### src/rtl/uart_pkg.sv
// Shared types and constants for the UART transmit path: the issue-FSM
// state encoding, the BUSY guard timeout and the default data width.
package uart_pkg;

    localparam int DATA_WIDTH_DEF = 8;
    localparam int GUARD_CYCLES   = 4;

    typedef enum logic [1:0] {
        IDLE      = 2'b00,
        ISSUE     = 2'b01,
        WAIT_BUSY = 2'b10,
        WAIT_DONE = 2'b11
    } issue_state_e;

endpackage

### src/rtl/uart_fifo_mem.sv
// FIFO storage array: synchronous write, asynchronous read by address.
module uart_fifo_mem #(
    parameter int DATA_WIDTH = 8,
    parameter int DEPTH      = 16,
    parameter int ADDR_WIDTH = $clog2(DEPTH)
) (
    input  logic                  CLK,
    input  logic                  wr_en_i,
    input  logic [ADDR_WIDTH-1:0] wr_addr_i,
    input  logic [DATA_WIDTH-1:0] wr_data_i,
    input  logic [ADDR_WIDTH-1:0] rd_addr_i,
    output logic [DATA_WIDTH-1:0] rd_data_o
);

    logic [DATA_WIDTH-1:0] mem_q [DEPTH];

    // NOTE: the array has no reset; the FIFO pointers alone decide which
    // entries are live, and an unreset array can map onto RAM.
    // NOTE: sequential state uses non-blocking assignments so every flop
    // samples pre-edge values regardless of process ordering.
    always_ff @(posedge CLK) begin
        if (wr_en_i) begin
            mem_q[wr_addr_i] <= wr_data_i;
        end
    end

    assign rd_data_o = mem_q[rd_addr_i];

endmodule

### src/rtl/uart_tx_fifo.sv
// Transmit FIFO that hands one byte per frame to the UART TX controller.
// Define UART_TX_FIFO_STATUS_EN to add OVERFLOW/CLR_OVF/LEVEL status ports.
module uart_tx_fifo
    import uart_pkg::*;
#(
    parameter  int DATA_WIDTH = DATA_WIDTH_DEF,
    parameter  int DEPTH      = 16,
    localparam int ADDR_WIDTH = $clog2(DEPTH)
) (
    input  logic                  CLK,
    input  logic                  RST,
    input  logic [DATA_WIDTH-1:0] WR_DATA,
    input  logic                  WR_EN,
    output logic                  FULL,
    output logic                  EMPTY,
`ifdef UART_TX_FIFO_STATUS_EN
    input  logic                  CLR_OVF,
    output logic                  OVERFLOW,
    output logic [ADDR_WIDTH:0]   LEVEL,
`endif
    input  logic                  BUSY,
    output logic                  DATA_VLD,
    output logic [DATA_WIDTH-1:0] P_DATA
);

    localparam int GUARD_W = $clog2(GUARD_CYCLES) + 1;

    logic [ADDR_WIDTH:0]   wr_ptr_q, wr_ptr_d;
    logic [ADDR_WIDTH:0]   rd_ptr_q, rd_ptr_d;
    logic                  full_q, full_d;
    logic                  empty_q, empty_d;
    issue_state_e          state_q, state_d;
    logic [GUARD_W-1:0]    guard_q, guard_d;
    logic                  data_vld_q, data_vld_d;
    logic [DATA_WIDTH-1:0] p_data_q, p_data_d;
    logic [DATA_WIDTH-1:0] head_data;
    logic                  wr_fire;
    logic                  pop;

    // FULL is the registered flag, so a same-cycle pop never frees room.
    assign wr_fire = WR_EN && !full_q;

    uart_fifo_mem #(
        .DATA_WIDTH (DATA_WIDTH),
        .DEPTH      (DEPTH),
        .ADDR_WIDTH (ADDR_WIDTH)
    ) u_mem (
        .CLK       (CLK),
        .wr_en_i   (wr_fire),
        .wr_addr_i (wr_ptr_q[ADDR_WIDTH-1:0]),
        .wr_data_i (WR_DATA),
        .rd_addr_i (rd_ptr_q[ADDR_WIDTH-1:0]),
        .rd_data_o (head_data)
    );

    always_comb begin
        // NOTE: every output of this block gets a default first so no path
        // leaves a variable unassigned, which would infer a latch.
        state_d    = state_q;
        guard_d    = guard_q;
        data_vld_d = 1'b0;
        p_data_d   = p_data_q;
        pop        = 1'b0;
        case (state_q)
            IDLE: begin
                if (!empty_q && !BUSY) begin
                    pop        = 1'b1;
                    data_vld_d = 1'b1;
                    p_data_d   = head_data;
                    state_d    = ISSUE;
                end
            end
            ISSUE: begin
                state_d = WAIT_BUSY;
                guard_d = '0;
            end
            WAIT_BUSY: begin
                if (BUSY) begin
                    state_d = WAIT_DONE;
                end else if (guard_q == GUARD_W'(GUARD_CYCLES - 1)) begin
                    state_d = IDLE;
                end else begin
                    guard_d = guard_q + GUARD_W'(1);
                end
            end
            WAIT_DONE: begin
                if (!BUSY) begin
                    state_d = IDLE;
                end
            end
            default: state_d = IDLE;
        endcase
    end

    always_comb begin
        wr_ptr_d = wr_ptr_q + {{ADDR_WIDTH{1'b0}}, wr_fire};
        rd_ptr_d = rd_ptr_q + {{ADDR_WIDTH{1'b0}}, pop};
        empty_d  = (wr_ptr_d == rd_ptr_d);
        full_d   = (wr_ptr_d[ADDR_WIDTH] != rd_ptr_d[ADDR_WIDTH]) &&
                   (wr_ptr_d[ADDR_WIDTH-1:0] == rd_ptr_d[ADDR_WIDTH-1:0]);
    end

    always_ff @(posedge CLK or negedge RST) begin
        if (!RST) begin
            wr_ptr_q   <= '0;
            rd_ptr_q   <= '0;
            full_q     <= 1'b0;
            empty_q    <= 1'b1;
            state_q    <= IDLE;
            guard_q    <= '0;
            data_vld_q <= 1'b0;
            p_data_q   <= '0;
        end else begin
            wr_ptr_q   <= wr_ptr_d;
            rd_ptr_q   <= rd_ptr_d;
            full_q     <= full_d;
            empty_q    <= empty_d;
            state_q    <= state_d;
            guard_q    <= guard_d;
            data_vld_q <= data_vld_d;
            p_data_q   <= p_data_d;
        end
    end

    assign FULL     = full_q;
    assign EMPTY    = empty_q;
    assign DATA_VLD = data_vld_q;
    assign P_DATA   = p_data_q;

`ifdef UART_TX_FIFO_STATUS_EN
    logic                overflow_q, overflow_d;
    logic [ADDR_WIDTH:0] level_q, level_d;

    // A new overflow in the same cycle as CLR_OVF keeps the flag set.
    always_comb begin
        overflow_d = (WR_EN && full_q) || (overflow_q && !CLR_OVF);
        level_d    = wr_ptr_d - rd_ptr_d;
    end

    always_ff @(posedge CLK or negedge RST) begin
        if (!RST) begin
            overflow_q <= 1'b0;
            level_q    <= '0;
        end else begin
            overflow_q <= overflow_d;
            level_q    <= level_d;
        end
    end

    assign OVERFLOW = overflow_q;
    assign LEVEL    = level_q;
`else
    // Without status ports a full-FIFO write is still dropped by wr_fire.
`endif

endmodule

### config.mk
export PLATFORM = sky130hd
export DESIGN_NAME = uart_tx_fifo
export DESIGN_NICKNAME = d
export VERILOG_FILES = /design/src/rtl/uart_pkg.sv /design/src/rtl/uart_fifo_mem.sv /design/src/rtl/uart_tx_fifo.sv
export SDC_FILE = /design/constraint.sdc
export NUM_CORES = 1
export LEC_CHECK = 0
export CAP_MARGIN = 10
export CORE_MARGIN = 5
export CORE_UTILIZATION = 45
export CTS_CLUSTER_DIAMETER = 30
export CTS_CLUSTER_SIZE = 10
export DETAILED_ROUTE_END_ITERATION = 7
export GPL_TIMING_DRIVEN = 0
export PLACE_DENSITY_LB_ADDON = 0.3
export SYNTH_ARGS = -nofsm -noshare
export SYNTH_HDL_FRONTEND = slang
export SYNTH_SLANG_ARGS = --single-unit
### constraint.sdc
create_clock -name CLK -period 4.9 [get_ports CLK]
set_input_delay 0.98 -clock CLK [delete_from_list [all_inputs] [get_ports CLK]]
set_output_delay 0.98 -clock CLK [all_outputs]
set_load 0.005 [all_outputs]
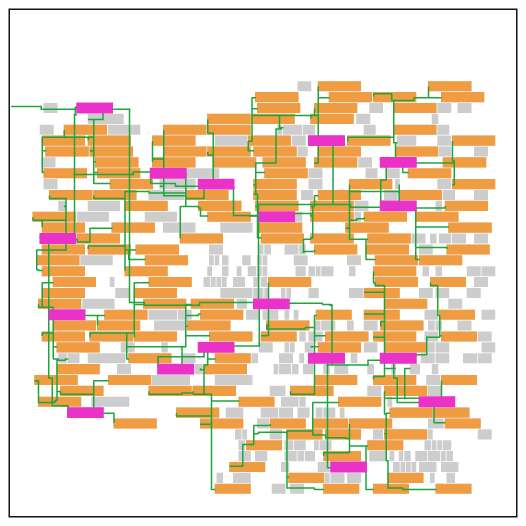
Fig. 1. Clock network drawn from the DEF.
Scale: 4 px per µm.
legend:
  clock wires:
    color: green
    length: 1670 µm
  cells driving clock nets:
    color: magenta
    count: 17
  flip-flops:
    color: orange
    count: 154
routed clock nets: 18

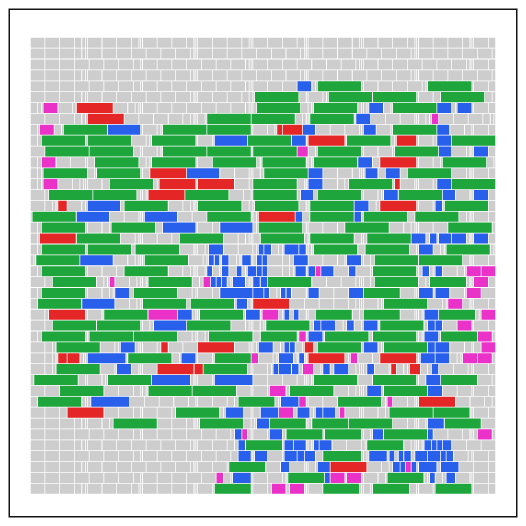
Fig. 2. Cells colored by class.
Scale: 4 px per µm. Fill, decap, tap and diode cells in gray.
legend:
  other buffers and delay cells:
    color: magenta
    cells: 39
  all other logic:
    color: blue
    cells: 170
  flip-flops:
    color: green
    cells: 154
  clock drivers and dummy loads:
    color: red
    cells: 32

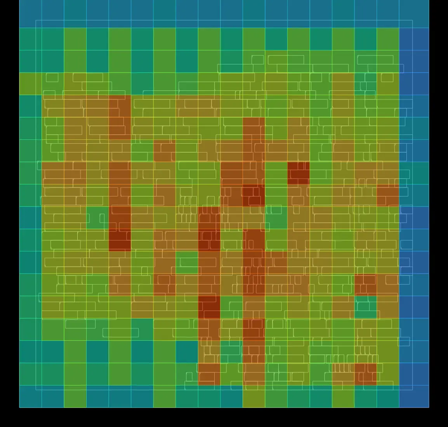
Fig. 3. Track usage over the die.
met1 track utilization from global routing: 0.2016
Top Usage Layer GRT: met2
met3 track demand over resource in global routing: 0.04203
detail-routed net length per standard cell: 21.00 µm

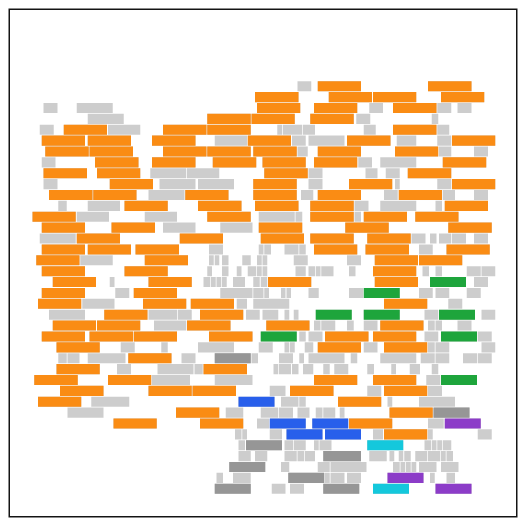
Fig. 4. Where the registers sit.
Scale: 4 px per µm. Other sequential cells in the stronger gray, the rest of the logic in the fainter gray.
legend:
  `u_mem.mem_q`:
    color: orange
    placed_flops: 128
  `guard_q`:
    color: purple
    placed_flops: 3
  `rd_ptr_q`:
    color: blue
    placed_flops: 5
    where: bottom center
  `P_DATA`:
    color: green
    placed_flops: 8
    where: middle right
  `state_q`:
    color: cyan
    placed_flops: 2

==> notes.md <==
The run has ended; figures from its reports follow.

The clock network fraction of design power is 0.306. In this run the clock root is driven by a clkbuf_16. The setup slack of the most critical reg-to-reg path is about 1.7 ns.

Per the final timing report, the hold violations number 0. The critical path data required time is around 5.2 ns. The switching power summed over all nets is between 1 and 1.5 mW. The number of buffers inserted by hold repair at cts came out at 0. Counting flops with a built-in enable in the synthesized netlist gives about 130. The number of global-route vias before repair came out at around 3300. The post-layout instance area came out at 7141 µm². The instance area after placement came out at ~6600 µm². The flow ran to the end, and the final reports show no timing, DRC or antenna violations. The flow reports an fmax of 265.0 MHz. The worst-margin pin slew came out at 1.202 ns.

The internal power summed over all cells came out at 2.925 mW. The layout has 39 buffers outside the clock class. Per the CTS log, the maximum H-tree level is 4. The area overhead of the layout relative to synthesis is 16.92%. The width of the die came out at 126.5 µm. The top cell type's share of synthesized area came out at 0.6294. The switching fraction of total power is 0.2914.

The number of placement rows came out at between 40 and 50.
==> routing by layer <==
metal | GRT usage | part of all wire | wire length, µm | vias up
met1 | 0.2016 | 0.45 | 5344 | 1571
met2 | 0.2593 | 0.50 | 6036 | 69
met4 | 0.06814 | 0.016 | 192 | 0
li1 | - | - | - | 1427
met5 | 0 | 0 | 0 | -
met3 | 0.04203 | 0.035 | 419 | 15
==> synth_stat cells (3+ instances only) <==
library cell  instances
clkbuf_1              6
xor2_1                8
edfxtp_1            128
mux4_1                4
mux2i_1              40
buf_2                 5
nor2_1               24
inv_1                 3
mux4_2               12
nor3_1                5
nand3b_1              4
nand3_1               6
o32a_1                8
o21ai_0              19
xnor2_1               3
nand2_1               5
dfrtp_1              25
o22a_1                9
ha_1                  6
Power and IR drop assume default switching activity.
